<file path="src/rtl/cpu_pkg.sv">
// Shared definitions for the Sigma CPU microcode sequencing path:
// the sequencer op encoding and the microcode address width.
package cpu_pkg;

  localparam int UC_ADDR_WIDTH = 12;

  // Sequencing ops as driven from the CPU pipeline register.
  // A conditional branch arrives as {0, branch}, i.e. next or jump.
  localparam logic [1:0] SEQ_NEXT   = 2'd0;
  localparam logic [1:0] SEQ_JUMP   = 2'd1;
  localparam logic [1:0] SEQ_CALL   = 2'd2;
  localparam logic [1:0] SEQ_RETURN = 2'd3;

  typedef logic [0:UC_ADDR_WIDTH-1] uc_addr_t;

endpackage

</file>
<file path="src/rtl/seq_stack.sv">
// Return-address LIFO for the microprogram sequencer. The pointer wraps
// modulo DEPTH with no error flag: a push on a full stack overwrites the
// oldest entry and a pop on an empty stack exposes entry DEPTH-1.
// The top entry is read combinationally so a return can issue its target
// in the same cycle.
module seq_stack #(
  parameter int DATA_WIDTH = 12,
  parameter int DEPTH      = 16,
  parameter int SP_W       = (DEPTH > 1) ? $clog2(DEPTH) : 1
) (
  input  logic                  clock,
  input  logic                  reset,
  input  logic                  push,
  input  logic                  pop,
  input  logic [0:DATA_WIDTH-1] push_data,
  output logic [0:DATA_WIDTH-1] top_data,
  output logic [SP_W-1:0]       sp
);

  logic [SP_W-1:0]             sp_reg;
  logic [SP_W-1:0]             top_idx;
  logic [DEPTH*DATA_WIDTH-1:0] entries_flat;

  // One register per entry; only the entry under the pointer is written.
  for (genvar gi = 0; gi < DEPTH; gi++) begin : g_entry
    logic [0:DATA_WIDTH-1] entry_reg;

    // Clear on reset, capture the pushed return address when selected.
    always_ff @(posedge clock) begin
      if (reset) begin
        entry_reg <= '0;
      end else if (push && (sp_reg == SP_W'(gi))) begin
        entry_reg <= push_data;
      end
    end

    assign entries_flat[gi*DATA_WIDTH +: DATA_WIDTH] = entry_reg;
  end

  // Stack pointer: post-increment on push, pre-decrement on pop, wrapping.
  always_ff @(posedge clock) begin
    if (reset) begin
      sp_reg <= '0;
    end else if (push) begin
      sp_reg <= sp_reg + SP_W'(1);
    end else if (pop) begin
      sp_reg <= sp_reg - SP_W'(1);
    end
  end

  assign top_idx = sp_reg - SP_W'(1);

  // Combinational read of the entry just below the pointer.
  always_comb begin
    top_data = '0;
    for (int i = 0; i < DEPTH; i++) begin
      if (top_idx == SP_W'(i)) begin
        top_data = entries_flat[i*DATA_WIDTH +: DATA_WIDTH];
      end
    end
  end

  assign sp = sp_reg;

endmodule

</file>
<file path="src/rtl/sequencer.sv">
// Microprogram sequencer for the Sigma CPU. Each cycle it selects the
// microcode ROM address from the pipeline-register op (next, jump, call,
// return); the ROM is asynchronous, so address is combinational and the
// ROM word lands in the CPU pipeline register on the following edge.
// pc holds the address after the one last issued, so the CPU reports
// pc-1 as the microinstruction currently in its pipeline.
module sequencer
  import cpu_pkg::*;
#(
  parameter int ADDR_WIDTH  = UC_ADDR_WIDTH,
  parameter int STACK_DEPTH = 16
) (
  input  logic                  reset,
  input  logic                  clock,
  input  logic [0:1]            op,
  input  logic [0:ADDR_WIDTH-1] din,
  output logic [0:ADDR_WIDTH-1] address
);

  localparam int SP_W = (STACK_DEPTH > 1) ? $clog2(STACK_DEPTH) : 1;

  logic [0:ADDR_WIDTH-1] pc;
  logic [0:ADDR_WIDTH-1] addr_next;
  logic [0:ADDR_WIDTH-1] stack_top;
  logic [SP_W-1:0]       sp;
  logic                  push;
  logic                  pop;

  // Address select; forced to zero while reset is held so that ROM word 0
  // is the first fetch after release.
  always_comb begin
    addr_next = pc;
    if (reset) begin
      addr_next = '0;
    end else begin
      case (op)
        SEQ_NEXT:   addr_next = pc;
        SEQ_JUMP:   addr_next = din;
        SEQ_CALL:   addr_next = din;
        SEQ_RETURN: addr_next = stack_top;
        default:    addr_next = pc;
      endcase
    end
  end

  assign address = addr_next;

  // Microprogram counter: one past the address issued this cycle, wrapping.
  always_ff @(posedge clock) begin
    if (reset) begin
      pc <= '0;
    end else begin
      pc <= addr_next + ADDR_WIDTH'(1);
    end
  end

  // A call saves pc, which is already the return point of the call word.
  assign push = !reset && (op == SEQ_CALL);
  assign pop  = !reset && (op == SEQ_RETURN);

  seq_stack #(
    .DATA_WIDTH (ADDR_WIDTH),
    .DEPTH      (STACK_DEPTH),
    .SP_W       (SP_W)
  ) u_stack (
    .clock     (clock),
    .reset     (reset),
    .push      (push),
    .pop       (pop),
    .push_data (pc),
    .top_data  (stack_top),
    .sp        (sp)
  );

endmodule

</file>
<file path="config.mk">
export PLATFORM = sky130hd
export DESIGN_NAME = sequencer
export DESIGN_NICKNAME = d
export VERILOG_FILES = /design/src/rtl/cpu_pkg.sv /design/src/rtl/seq_stack.sv /design/src/rtl/sequencer.sv
export SDC_FILE = /design/constraint.sdc
export NUM_CORES = 1
export LEC_CHECK = 0
export ABC_AREA = 1
export CORE_ASPECT_RATIO = 1.1
export CORE_UTILIZATION = 65
export DETAILED_ROUTE_END_ITERATION = 12
export PLACE_DENSITY = 0.83
export SETUP_SLACK_MARGIN = 0.15
export SLEW_MARGIN = 20
export SYNTH_ARGS = -nofsm -noshare
export SYNTH_HDL_FRONTEND = slang
export SYNTH_SLANG_ARGS = --single-unit
</file>
<file path="constraint.sdc">
create_clock -name clock -period 8.6 [get_ports clock]
set_input_delay 2.58 -clock clock [delete_from_list [all_inputs] [get_ports clock]]
set_output_delay 2.58 -clock clock [all_outputs]
set_load 0.05 [all_outputs]
</file>
Figure 1. Clock wires, drivers and flops.
The bar under the picture is 20 µm long.
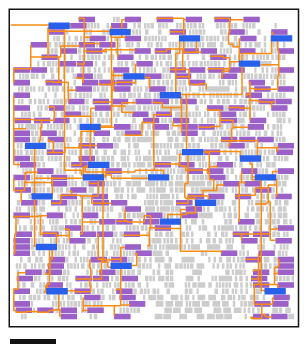
legend:
  flip-flops:
    colour: purple
    count: 208
  clock wires:
    colour: orange
    length: 2430 µm
  cells driving clock nets:
    colour: blue
    count: 22
routed clock nets: 23
flops lie: all over the die

Figure 2. Clock wiring as the flow saved it.
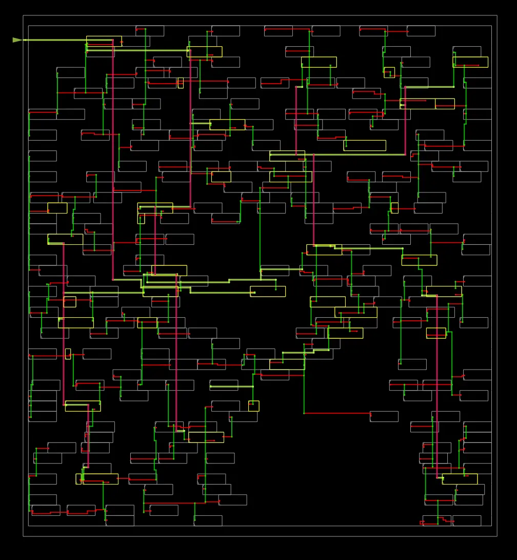
clock tree buffer count of the final layout: 31
source-to-sink clock delay at the later pin of the worst-skew pair: 0.51 ns
worst clock skew: 0.0114 ns

Figure 3. Zoomed window.
Region (42, 48) to (82, 88) µm. Cells in grey, sequential cells in the stronger grey; small squares are vias.
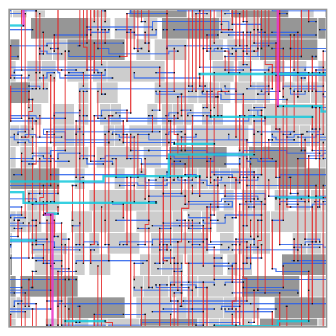
legend:
  met2:
    colour: red
  met4:
    colour: magenta
  met3:
    colour: cyan
  met1:
    colour: blue
cells with their middle in the window: 160
sequential cells in the window: 14
netlist names of flops here include: u_stack.g_entry.entry_reg (11), u_stack.sp (2)
most frequent: nor2_1 (24), nand2_1 (20), o21ai_0 (19)

Figure 4. Signal wires on met3.
Cells faint in the background.
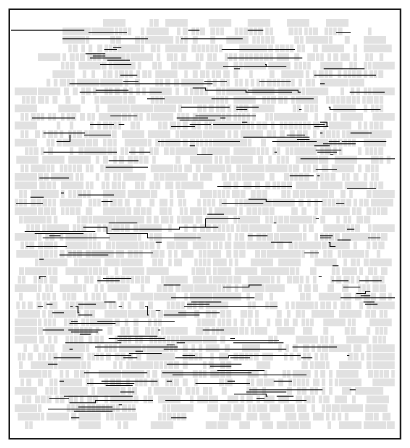
wire length on this layer: 2230 µm
main direction: horizontal
nets with wire on the layer: 112
Routed WL: 29500 µm
routed via count: 10259
routing usage on met3: 3.98%

Figure 5. Routed metal per tile.
The bar under the picture is 20 µm long. 25 x 27 tiles, from white (low) to dark blue (high), scaled to the fullest tile. Values are wire area over tile area, all layers added.
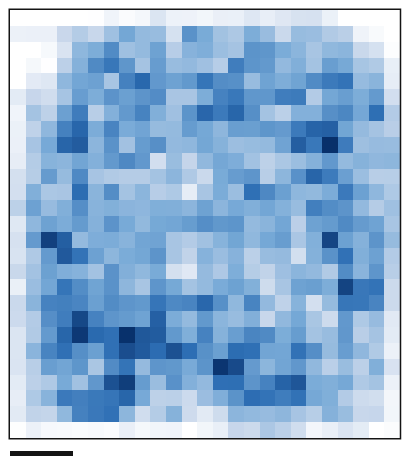
mean over tiles: 0.29
fullest tile: 0.65
nearly empty tiles: 3.1%
emptiest ninth of the die: upper left

==> summary.txt <==
Results of the full flow below.

Outcome:
- The run finished with clean final reports.

STA:
- Setup repair after global routing left no endpoint under its margin.
- The run puts the tightest slew margin relative to the limit at 29.0%.
- The run puts the maximum operating frequency at 125 MHz.
- The run puts the slew at the pin closest to its max-slew limit at 1.06 ns.
- Summed over all failing endpoints, the final setup total negative slack is 0 ns.

Logic synthesis:
- Per the synth stats, the flop cell with the highest instance count is sky130_fd_sc_hd__dfxtp_1.
- The run gives the number of instances in the synthesized netlist as 1626.
- The run gives the total cell area reported by yosys after synthesis as 10600 µm².
- The run gives the share of the synthesized area in the top cell type as 39.3%.
- Counting instances in the post-synthesis netlist gives the leading cell types as sky130_fd_sc_hd__nor2_1, sky130_fd_sc_hd__nand2_1, sky130_fd_sc_hd__o21ai_0, sky130_fd_sc_hd__dfxtp_1, sky130_fd_sc_hd__inv_1.
- Per the synthesis report, the dominant area consumer among library cells is sky130_fd_sc_hd__dfxtp_1.

Global route:
- The run gives the remaining global-route overflow as 0.
- The run puts the first-pass GRT wire length at 46400 µm.
- The run puts the global routing usage summed across all routing layers at 35.0%.

Power and ir drop:
- The run puts the switching share of total power at 29.2%.
- The run gives the power consumption as 2400 µW.

Placement:
- After its last routability iteration, the placer logged a weighted congestion of 0.920.
- Detailed placement finished with a half-perimeter wire length of 18600 µm.
- The run gives the port buffer count as 27.
- The run puts the post-placement cell area at 10900 µm².
- The run puts the pre-CTS setup slack at 0.675 ns.

Clock tree:
- Per the TritonCTS log, the buffer count is 22.
- The run gives the total number of H-tree levels as 1.
- The run gives the number of buffers inserted by post-CTS setup repair as 0.
- TritonCTS built the clock tree.
- Once the clock tree was built, the resizer swapped 0 gates to a different size.
- For this design, the sink count on the clock tree is 208.
- The run puts the CTS clock-pin slew for the worst setup and hold paths at 0.06 ns.

Floorplan:
- According to the floorplan report, the die height is 136 µm.
- The run puts the area of the die at 16800 µm².
- The run gives the total I/O pin count as 28.
- The run gives the core box area as 15800 µm².
- The run puts the site row count at 48.
- Per the OpenROAD floorplan log, the width of the die is 124 µm.

Critical path:
- At the worst endpoint, the required time is 6.02 ns.
- The worst register-to-register path has a depth of 26.
- The worst register-to-register path ends at pc[3].
- The signal on the critical path passes through clkdlybuf4s50_1, inv_1, ha_1, inv_1, o21ai_0, a21oi_4, clkdlybuf4s50_1.

Final layout:
- The run gives the share of final-layout standard cells stronger than drive strength 1 as 7.73%.
- The run puts the layout-stage area growth over the synthesis result at 9.76%.
- The final layout report lists a filler cell count of 1307.
- The run puts the combinational gate area at 5320 µm².
- The run gives the area occupied by registers as 4160 µm².

Drt:
- The run gives the iteration-0 DRC count of the detailed router as 1146.
- The run gives the detailed-route wire length per cell as 16.2 µm.

Worst hold path:
- The run gives the worst min-delay path class as flip-flop to flip-flop.
## cell families (layout without fill, tap and decap cells)
group	Yosys count	after routing	synth area share, %
and+or+nand+nor	794	794	32.3
xor gates and xnor gates	4	4	0.330
AOI/OAI and AO/OA	330	330	16.3
adders and majority gates	10	10	1.18
buffers and inverters	280	271	10.6
DFF	208	208	39.3
## power by group through the flow
stage | sequential (µW) | clock [µW] | combinational [µW]
finish | 1010 | 1010 | 381
global route | 1010 | 1050 | 413
CTS | 1010 | 1020 | 373
detailed placement | 1030 | 0 | 371
global placement | 1030 | 0 | 367
floorplan | 1010 | 0 | 288
## per-layer routing
metal / vias to the layer above / routed length (µm) / track usage [%]
met4: 0 / 765 / 10.6
met1: 4678 / 12600 / 47.7
li1: 5110 / - / -
met3: 59 / 2230 / 3.98
met2: 412 / 13900 / 57.7
met5: - / 0 / 0
## layout make-up
type / instances / area share [%]
Timing Repair Buffer: 48 / 3.68
Tap cell: 200 / 2.15
Multi-Input combinational cell: 1138 / 45.7
Inverter: 184 / 6.04
Sequential cell: 208 / 35.8
Clock inverter: 8 / 1.06
Clock buffer: 31 / 5.63
## placed cells by master (no fill, tap or decap), types with 2 or more instances in the layout
| cell type | n |
|---|---|
| sky130_fd_sc_hd__nand2_2 | 8 |
| sky130_fd_sc_hd__inv_1 | 146 |
| sky130_fd_sc_hd__nor2_2 | 3 |
| sky130_fd_sc_hd__xor2_1 | 4 |
| sky130_fd_sc_hd__a21oi_4 | 5 |
| sky130_fd_sc_hd__a21oi_2 | 3 |
| sky130_fd_sc_hd__nand4_1 | 29 |
| sky130_fd_sc_hd__inv_6 | 2 |
| sky130_fd_sc_hd__o21ai_1 | 9 |
| sky130_fd_sc_hd__clkdlybuf4s50_1 | 27 |
| sky130_fd_sc_hd__a21oi_1 | 61 |
| sky130_fd_sc_hd__nand3_1 | 89 |
| sky130_fd_sc_hd__inv_4 | 3 |
| sky130_fd_sc_hd__ha_1 | 10 |
| sky130_fd_sc_hd__clkinv_1 | 20 |
| sky130_fd_sc_hd__o21ai_0 | 250 |
| sky130_fd_sc_hd__clkbuf_1 | 3 |
| sky130_fd_sc_hd__or2_2 | 13 |
| sky130_fd_sc_hd__clkbuf_16 | 23 |
| sky130_fd_sc_hd__nand3b_1 | 8 |
| sky130_fd_sc_hd__buf_4 | 21 |
| sky130_fd_sc_hd__bufinv_16 | 3 |
| sky130_fd_sc_hd__nor2_1 | 338 |
| sky130_fd_sc_hd__clkbuf_8 | 5 |
| sky130_fd_sc_hd__nand2_1 | 285 |
| sky130_fd_sc_hd__nand2_4 | 3 |
| sky130_fd_sc_hd__nor2_8 | 3 |
| sky130_fd_sc_hd__clkinv_2 | 2 |
| sky130_fd_sc_hd__dfxtp_1 | 208 |
| sky130_fd_sc_hd__nor2_4 | 8 |
| sky130_fd_sc_hd__inv_2 | 14 |
| sky130_fd_sc_hd__clkinvlp_4 | 2 |
| sky130_fd_sc_hd__or2_0 | 3 |
## per-stage QoR
stage                     std cells  hold slack, ns
after floorplan                1626           0.430
after global placement         1778           0.441
after detailed placement       1778           0.447
after CTS                      1817           0.457
after global routing           1817           0.480
final                          1817           0.455
Power is estimated from default activity; no workload was simulated.
